Fig. 1: run 1, metal 1
Drawn at 4 px/µm.
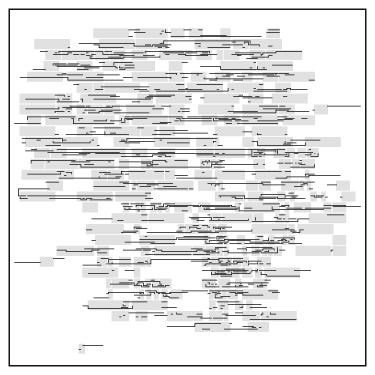
Fig. 2: run 1, pin map
Drawn at 6 px/µm. Pins as bars across the die edge, other pins in grey.
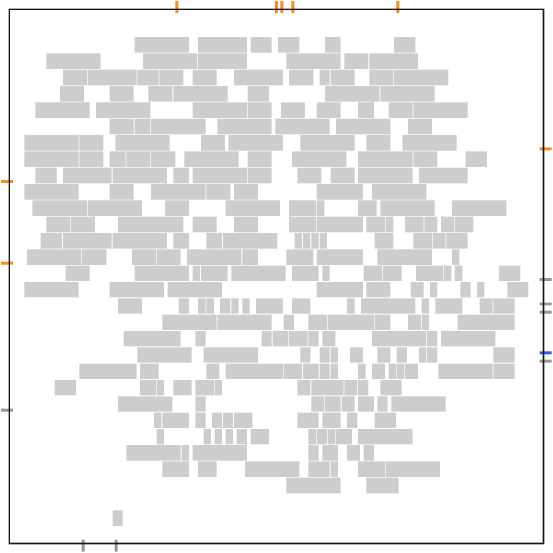
Fig. 3: run 1, track usage over the die
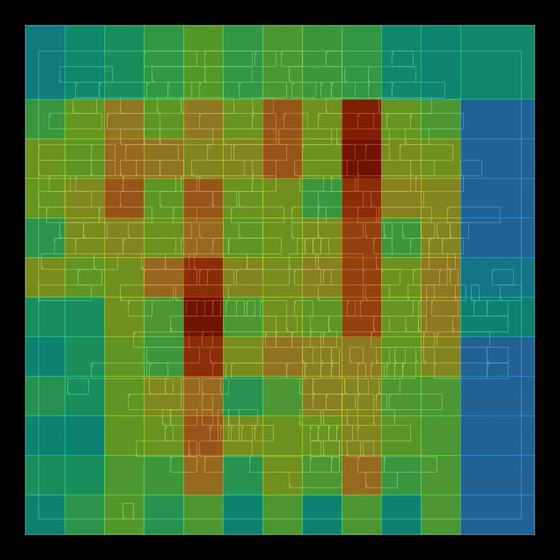
===== src/rtl/uart_pkg.sv =====
// Shared UART definitions: frame/baud defaults and the receive FSM state type.
package uart_pkg;

    localparam int DBIT_DEF    = 8;
    localparam int SB_TICK_DEF = 16;
    localparam int DVSR_DEF    = 54;

    typedef enum logic [1:0] {
        IDLE,
        START,
        DATA,
        STOP
    } rx_state_t;

endpackage


===== src/rtl/fifo_sync.sv =====
// Single-clock first-word-fall-through FIFO with registered empty/full flags.
module fifo_sync #(
    parameter int DATA_W = 8,
    parameter int ADDR_W = 2
) (
    input  logic              clk,
    input  logic              reset_n,
    input  logic              wr,
    input  logic              rd,
    input  logic [DATA_W-1:0] w_data,
    output logic [DATA_W-1:0] r_data,
    output logic              empty,
    output logic              full
);

    logic [DATA_W-1:0] mem [2**ADDR_W];
    logic [ADDR_W-1:0] wptr;
    logic [ADDR_W-1:0] rptr;
    logic              do_rd;
    logic              do_wr;

    // A pop frees a slot in the same cycle, so a full FIFO still accepts a write alongside it.
    assign do_rd  = rd & ~empty;
    assign do_wr  = wr & (~full | do_rd);
    assign r_data = mem[rptr];

    always_ff @(posedge clk or negedge reset_n) begin
        if (!reset_n) begin
            for (int i = 0; i < 2**ADDR_W; i++) begin
                mem[i] <= '0;
            end
            wptr  <= '0;
            rptr  <= '0;
            empty <= 1'b1;
            full  <= 1'b0;
        end else begin
            if (do_wr) begin
                mem[wptr] <= w_data;
            end
            case ({do_wr, do_rd})
                2'b10: begin
                    wptr  <= wptr + 1'b1;
                    empty <= 1'b0;
                    full  <= ((wptr + 1'b1) == rptr);
                end
                2'b01: begin
                    rptr  <= rptr + 1'b1;
                    full  <= 1'b0;
                    empty <= ((rptr + 1'b1) == wptr);
                end
                2'b11: begin
                    wptr <= wptr + 1'b1;
                    rptr <= rptr + 1'b1;
                end
                default: ;
            endcase
        end
    end

endmodule


===== src/rtl/uart_receiver.sv =====
// 8N1 UART receiver: rx synchronizer, free-running 16x baud tick, frame FSM, FWFT byte FIFO.
module uart_receiver
    import uart_pkg::*;
#(
    parameter int DBIT    = DBIT_DEF,
    parameter int SB_TICK = SB_TICK_DEF,
    parameter int DVSR    = DVSR_DEF,
    parameter int FIFO_W  = 2
) (
    input  logic            clk,
    input  logic            reset_n,
    input  logic            rx,
    input  logic            rd,
    output logic [DBIT-1:0] r_data,
    output logic            rx_empty,
    output logic            rx_full,
    output logic            frame_err,
    output logic            overrun
);

    localparam int NW = $clog2(DBIT);
    localparam int CW = $clog2(DVSR);

    logic            rx_meta;
    logic            rxs;
    logic            rxs_d;
    logic [CW-1:0]   tick_cnt;
    logic            s_tick;
    rx_state_t       state, state_next;
    logic [3:0]      s, s_next;
    logic [NW-1:0]   n, n_next;
    logic [DBIT-1:0] b, b_next;
    logic            push;
    logic            ferr_next;
    logic            ovr_next;

    assign s_tick = (tick_cnt == CW'(DVSR - 1));

    always_ff @(posedge clk or negedge reset_n) begin
        if (!reset_n) begin
            rx_meta   <= 1'b1;
            rxs       <= 1'b1;
            rxs_d     <= 1'b1;
            tick_cnt  <= '0;
            state     <= IDLE;
            s         <= '0;
            n         <= '0;
            b         <= '0;
            frame_err <= 1'b0;
            overrun   <= 1'b0;
        end else begin
            rx_meta   <= rx;
            rxs       <= rx_meta;
            rxs_d     <= rxs;
            tick_cnt  <= s_tick ? '0 : tick_cnt + 1'b1;
            state     <= state_next;
            s         <= s_next;
            n         <= n_next;
            b         <= b_next;
            frame_err <= ferr_next;
            overrun   <= ovr_next;
        end
    end

    always_comb begin
        state_next = state;
        s_next     = s;
        n_next     = n;
        b_next     = b;
        push       = 1'b0;
        ferr_next  = 1'b0;
        ovr_next   = 1'b0;
        case (state)
            IDLE: begin
                // Edge-triggered so a held-low (break) line cannot restart a frame.
                if (rxs_d && !rxs) begin
                    state_next = START;
                    s_next     = '0;
                end
            end
            START: begin
                if (s_tick) begin
                    if (s == 4'd7) begin
                        if (!rxs) begin
                            state_next = DATA;
                            s_next     = '0;
                            n_next     = '0;
                        end else begin
                            state_next = IDLE;
                        end
                    end else begin
                        s_next = s + 1'b1;
                    end
                end
            end
            DATA: begin
                if (s_tick) begin
                    if (s == 4'd15) begin
                        b_next = {rxs, b[DBIT-1:1]};
                        s_next = '0;
                        n_next = n + 1'b1;
                        if (n == NW'(DBIT - 1)) begin
                            state_next = STOP;
                        end
                    end else begin
                        s_next = s + 1'b1;
                    end
                end
            end
            STOP: begin
                if (s_tick) begin
                    if (s == 4'(SB_TICK - 1)) begin
                        state_next = IDLE;
                        if (!rxs) begin
                            ferr_next = 1'b1;
                        end else if (rx_full) begin
                            ovr_next = 1'b1;
                        end else begin
                            push = 1'b1;
                        end
                    end else begin
                        s_next = s + 1'b1;
                    end
                end
            end
            default: state_next = IDLE;
        endcase
    end

    fifo_sync #(
        .DATA_W (DBIT),
        .ADDR_W (FIFO_W)
    ) u_fifo (
        .clk     (clk),
        .reset_n (reset_n),
        .wr      (push),
        .rd      (rd),
        .w_data  (b),
        .r_data  (r_data),
        .empty   (rx_empty),
        .full    (rx_full)
    );

endmodule


===== config.mk =====
export PLATFORM = sky130hd
export DESIGN_NAME = uart_receiver
export DESIGN_NICKNAME = d
export VERILOG_FILES = /design/src/rtl/uart_pkg.sv /design/src/rtl/fifo_sync.sv /design/src/rtl/uart_receiver.sv
export SDC_FILE = /design/constraint.sdc
export NUM_CORES = 1
export LEC_CHECK = 0
export ABC_AREA = 0
export CORE_MARGIN = 2
export CORE_UTILIZATION = 45
export CTS_BUF_LIST = sky130_fd_sc_hd__clkbuf_4
export DETAILED_ROUTE_END_ITERATION = 8
export PLACE_DENSITY = 0.72
export SYNTH_ARGS = -nofsm -noshare
export SYNTH_HDL_FRONTEND = slang
export SYNTH_SLANG_ARGS = --single-unit
export TNS_END_PERCENT = 50

===== constraint.sdc =====
create_clock -name clk -period 4.25 [get_ports clk]
set_input_delay 1.0625 -clock clk [delete_from_list [all_inputs] [get_ports clk]]
set_output_delay 1.0625 -clock clk [all_outputs]
set_load 0.05 [all_outputs]

==> flow_summary_export.csv, run 1 <==
group,metric,value,unit
run_status,run_status,"finished clean",
critical_path,critical_path.n_buffers_inverters,1,
final_layout,drive_above_1_share,0.295,
grt,antenna_found_initial,0,
detailed_routing,met2WireLength,2.48,mm
final_layout,n_clock_buffer,9,
synthesis,yosysCellCount,250,
critical_path,r2r-start,"tick_cnt[1]$_DFF_PN0_",
run,cap_violations,0,
detailed_routing,drt_pass1_iterations,4,
critical_path,cpLargestDelayFamily,"flip-flops",
pwr,p_per_area,386,mW/mm²
critical_path,critical_path.max_stage_delay,0.82,ns
clocking,ctsLongestPathBuffers,2,
pwr,fin_total_pwr,1.38,mW
final_layout,layout.filler_cells,603,
critical_path,setup.worst_path.end_class,"output port",
final_timing,setup_slack,0.644,ns
final_layout,layout.area.seq,0.00166,mm²
place,dp_hpwl,3.58,mm
final_timing,final.setup.tns,0,ns
pwr,powerSeq,0.758,mW
final_timing,slew_headroom,0.490,
synthesis,synth_cells,250,
die,core_area,0.00687,mm²
final_layout,signal_buffer_area_fraction,0.0427,
clocking,cts_tree,"built",
synthesis,yosysSeqAreaShare,0.512,
final_timing,timing_worst_slew_pin_value,0.760,ns
worst_hold_path,holdCritStartpoint,"rx_meta$_DFF_PN1_",
place,placedInstanceArea,0.00343,mm²
critical_path,critical_path.startpoint,"u_fifo.rptr[0]$_DFFE_PN0P_",
pwr,clock_power_share,0.312,
pwr,leak,1.61,nW
final_layout,logic_area,0.00145,mm²
clocking,cts_bufs_inserted,9,
detailed_routing,met1Wirelength,2.62,mm
detailed_routing,routed-via-count,1917,
final_layout,final_nets,278,
-- Fig. 1 (at the start) --
The layer carries 2620 µm of wire. The longest straight run is 57.0 µm. 247 nets have wire on it.

-- Fig. 2 (at the start) --
Blue marks overrun, pins 1, direction output, edge right. Orange marks r_data, pins 8, direction output, edge 5 top, 2 left, 1 right.
All pins by edge: 6 right, 5 top, 3 left, 2 bottom.

-- Fig. 3 (at the start) --
global routing usage on met2: 0.230
average wire per cell in the routed design: 14.8 µm
met3 Resource Use GR: 0.0429
met1 track demand over resource in global routing: 0.220

-- run 1: synth_stat cells (2+ instances only) --
master / n / area, µm²
sky130_fd_sc_hd__dfrtp_1: 62 / 1550
sky130_fd_sc_hd__mux2_2: 40 / 450
sky130_fd_sc_hd__nand2_1: 15 / 56.3
sky130_fd_sc_hd__inv_1: 13 / 48.8
sky130_fd_sc_hd__ha_1: 11 / 138
sky130_fd_sc_hd__nand3_1: 11 / 55.1
sky130_fd_sc_hd__o21ai_0: 10 / 50.1
sky130_fd_sc_hd__nor2_1: 9 / 33.8
sky130_fd_sc_hd__mux4_2: 8 / 180
sky130_fd_sc_hd__clkbuf_1: 6 / 22.5
sky130_fd_sc_hd__and2_1: 5 / 31.3
sky130_fd_sc_hd__buf_2: 5 / 25.0
sky130_fd_sc_hd__xor2_1: 5 / 43.8
sky130_fd_sc_hd__dfstp_2: 4 / 105
sky130_fd_sc_hd__nor4_4: 4 / 85.1
sky130_fd_sc_hd__a21o_1: 3 / 22.5
sky130_fd_sc_hd__a31oi_1: 3 / 18.8
sky130_fd_sc_hd__mux2i_1: 3 / 30.0
sky130_fd_sc_hd__nand2b_1: 3 / 18.8
sky130_fd_sc_hd__xnor2_1: 3 / 26.3
sky130_fd_sc_hd__and3_1: 2 / 12.5
sky130_fd_sc_hd__and3b_1: 2 / 17.5
sky130_fd_sc_hd__buf_6: 2 / 22.5
sky130_fd_sc_hd__nor2b_1: 2 / 12.5
sky130_fd_sc_hd__nor3_1: 2 / 10.0
sky130_fd_sc_hd__nor4b_1: 2 / 17.5
-- run 1: flip-flops by register name, summed over array words and instances (netlist names), 2 cells and up, named ones only --
register / flops
n: 3
s: 4
u_fifo.rptr: 2
u_fifo.mem: 32
u_fifo.wptr: 2
tick_cnt: 6
b: 8
==> inputs of run 2 (changes only) <==
Clock period 4.25 ns to 3.64 ns, I/O delays scaled along.
Fig. 4: run 2, track usage over the die
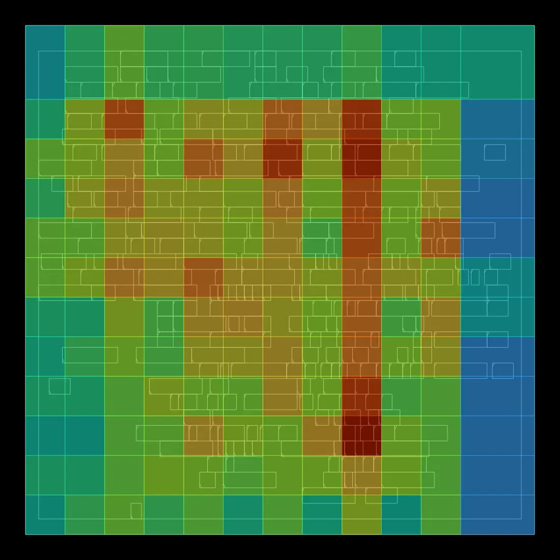
global routing usage on met2: 0.237
total routing resource utilization after global routing: 0.164

Fig. 5: run 2, metal 1
Drawn at 4 px/µm.
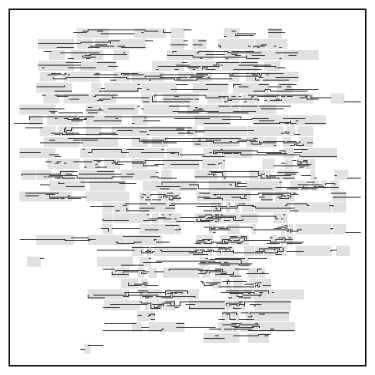
The longest straight run is 34.0 µm. The layer holds 49% of the routed length. The wires run mostly horizontal.

Fig. 6: run 2, pin map
Drawn at 6 px/µm. Pins as bars across the die edge, other pins in grey.
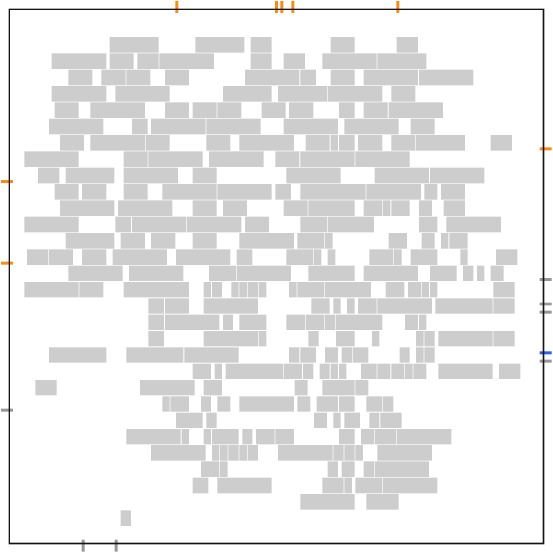
Blue marks overrun, pins 1, direction output, edge right. Orange marks r_data, pins 8, direction output, edge 5 top, 2 left, 1 right.

==> run 2 against run 1 <==
  * Synthesized cell count unchanged
  * Cell count is 0.27% higher
  * First-iteration DRC count up 21%
  * Via count is 1.3% lower
  * Hold slack gained 0.00080 ns
  * Non-clock buffer count is 1 higher
  * Critical path type unchanged
  * Setup slack got worse by 0.41 ns
  * Critical path depth unchanged
  * Register-to-register slack lost 0.61 ns
  * Highest routed layer unchanged
  * Clock skew grew 0.0033 ns
  * Count of clock-buffer cells in the layout did not move
==> flow_summary_export.csv, run 2 <==
group,metric,value,unit
pwr,leak,1.62,nW
synthesis,netlist.top_cell.by_instances,"sky130_fd_sc_hd__dfrtp_1",
critical_path,worst-endpoint-required,2.73,ns
final_layout,max_ffs_per_register,32,
synthesis,synth_async_sr_flop_share,1.00,
grt,antenna_found_initial,0,
critical_path,critical_path.startpoint,"u_fifo.rptr[0]$_DFFE_PN0P_",
final_timing,final_min_period_over_clock_period,0.935,
synthesis,largest_area_cell,"sky130_fd_sc_hd__dfrtp_1",
final_layout,final_layout_top_logic_cell,"sky130_fd_sc_hd__dfrtp_1",
synthesis,yosysCellCount,250,
detailed_routing,wl_per_cell,14.9,µm
final_timing,final-max-slew-violation-count,0,
die,initCoreUtil,0.471,
run_status,run_status,"finished clean",
final_layout,reg_top3,"u_fifo.mem (32), b (8), tick_cnt (6)",
die,die_height,88.8,µm
final_timing,setup_viol,0,
final_layout,insertedDiodeCount,0,
detailed_routing,antenna_violating_nets_post_route,0,
critical_path,critical_path.n_buffers_inverters,1,
final_timing,final.setup.tns,0,ns
place,port_buffers,15,
critical_path,crit_chain,"mux4_2, clkdlybuf4s50_1",
final_layout,drive_above_1_share,0.297,
clocking,cts_post_setup_buffers_inserted,0,
synthesis,yosys.area.top_type_share,0.480,
die,floorplan.io_pins,16,
clocking,cts.hold.buffers_added,0,
critical_path,critical_path.max_stage_delay,0.77,ns
clocking,cts_bufs_inserted,9,
detailed_routing,routed-via-count,1893,
die,core_area,0.00687,mm²
synthesis,yosysSeqAreaShare,0.512,
pwr,p_per_area,466,mW/mm²
pwr,fin_total_pwr,1.68,mW
place,dp_hpwl,3.62,mm
grt,grtUsageMet1,0.230,
run,cap_violations,0,
final_layout,final_nets,279,
grt,first_pass_grt_wire_length,9.54,mm
synthesis,netlist_top_cells_area,"sky130_fd_sc_hd__dfrtp_1 48%, sky130_fd_sc_hd__mux2_2 14%, sky130_fd_sc_hd__mux4_2 5.6%, sky130_fd_sc_hd__ha_1 4.3%, sky130_fd_sc_hd__dfstp_2 3.2%",
final_timing,timing_worst_slew_pin_value,0.747,ns
critical_path,setup.worst_path.end_class,"output port",
critical_path,cpLargestDelayFamily,"flip-flops",
clocking,ctsLongestPathBuffers,2,
die,die_w,88.8,µm
critical_path,worstSetupPathType,"reg2out",
clocking,cts_tree,"built",
clocking,htree_levels,3,
synthesis,post_synthesis_area_per_instance,12.9,µm²
detailed_routing,drt_pass1_iterations,4,
grt,global_route_layer_with_the_greatest_usage,"met2",
synthesis,synthTopCellsByCount,"62 x sky130_fd_sc_hd__dfrtp_1, 40 x sky130_fd_sc_hd__mux2_2, 15 x sky130_fd_sc_hd__nand2_1, 13 x sky130_fd_sc_hd__inv_1",
worst_hold_path,holdCritStartpoint,"rx_meta$_DFF_PN1_",
synthesis,synth_cells,250,
final_layout,final_util,0.525,
clocking,clkSlewWorstSetupHoldPaths,0.12,ns
critical_path,r2r-start,"tick_cnt[1]$_DFF_PN0_",
final_layout,max_flop_register,"u_fifo.mem",
final_timing,slew_headroom,0.498,
synthesis,ys.flops,66,
clocking,insertion_delay,0.42,ns
grt,gr-usage-met3,0.0336,
critical_path,setup.reg_to_reg.worst_slack,1.21,ns
## run 2: how the worst min path moves through the flow
stage                                to  cells after the start  slack, ns
final                     rxs$_DFF_PN1_                      0       0.36
after CTS                 rxs$_DFF_PN1_                      0       0.37
after global routing      rxs$_DFF_PN1_                      0       0.37
after global placement    rxs$_DFF_PN1_                      0       0.35
after floorplan           rxs$_DFF_PN1_                      0       0.35
after detailed placement  rxs$_DFF_PN1_                      0       0.35
## run 2: where the power goes
part / switching, mW / internal (mW)
Sequential: 0.108 / 0.772
Combinational: 0.106 / 0.122
Clock: 0.288 / 0.284
## run 2: kinds of logic after synthesis
| group | share of synthesized area |
|---|---|
| mux | 0.212 |
| fa+ha+maj | 0.0426 |
| simple gates | 0.121 |
| flops | 0.512 |
| compound gates | 0.0511 |
| xor+xnor | 0.0217 |
| buf+inv | 0.0391 |
## run 2: area by class of cell
class                      instances  area, µm²
fill                             587       3260
sequential                        66       1660
multi-input combinational        157       1450
timing repair buffer              17        160
tap                               96        120
clock inverter                     7        101
clock buffer                       9       67.6
inverter                          13       48.8
## run 2: routing by layer
layer	wire length (µm)	share of wire	up-vias
li1	-	-	917
met1	2660	0.49	940
met5	0	0	-
met2	2560	0.47	27
met3	129	0.024	9
met4	107	0.020	0
## run 2: metrics by stage
step                      std cells  cell area (µm²)  setup WS (ns)
after global placement          349             3440          0.668
final                           365             3610          0.237
after detailed placement        349             3440          0.655
after CTS                       365             3610          0.152
after floorplan                 250             3230           1.41
after global routing            365             3610         0.0669
Power and IR drop assume default switching activity.
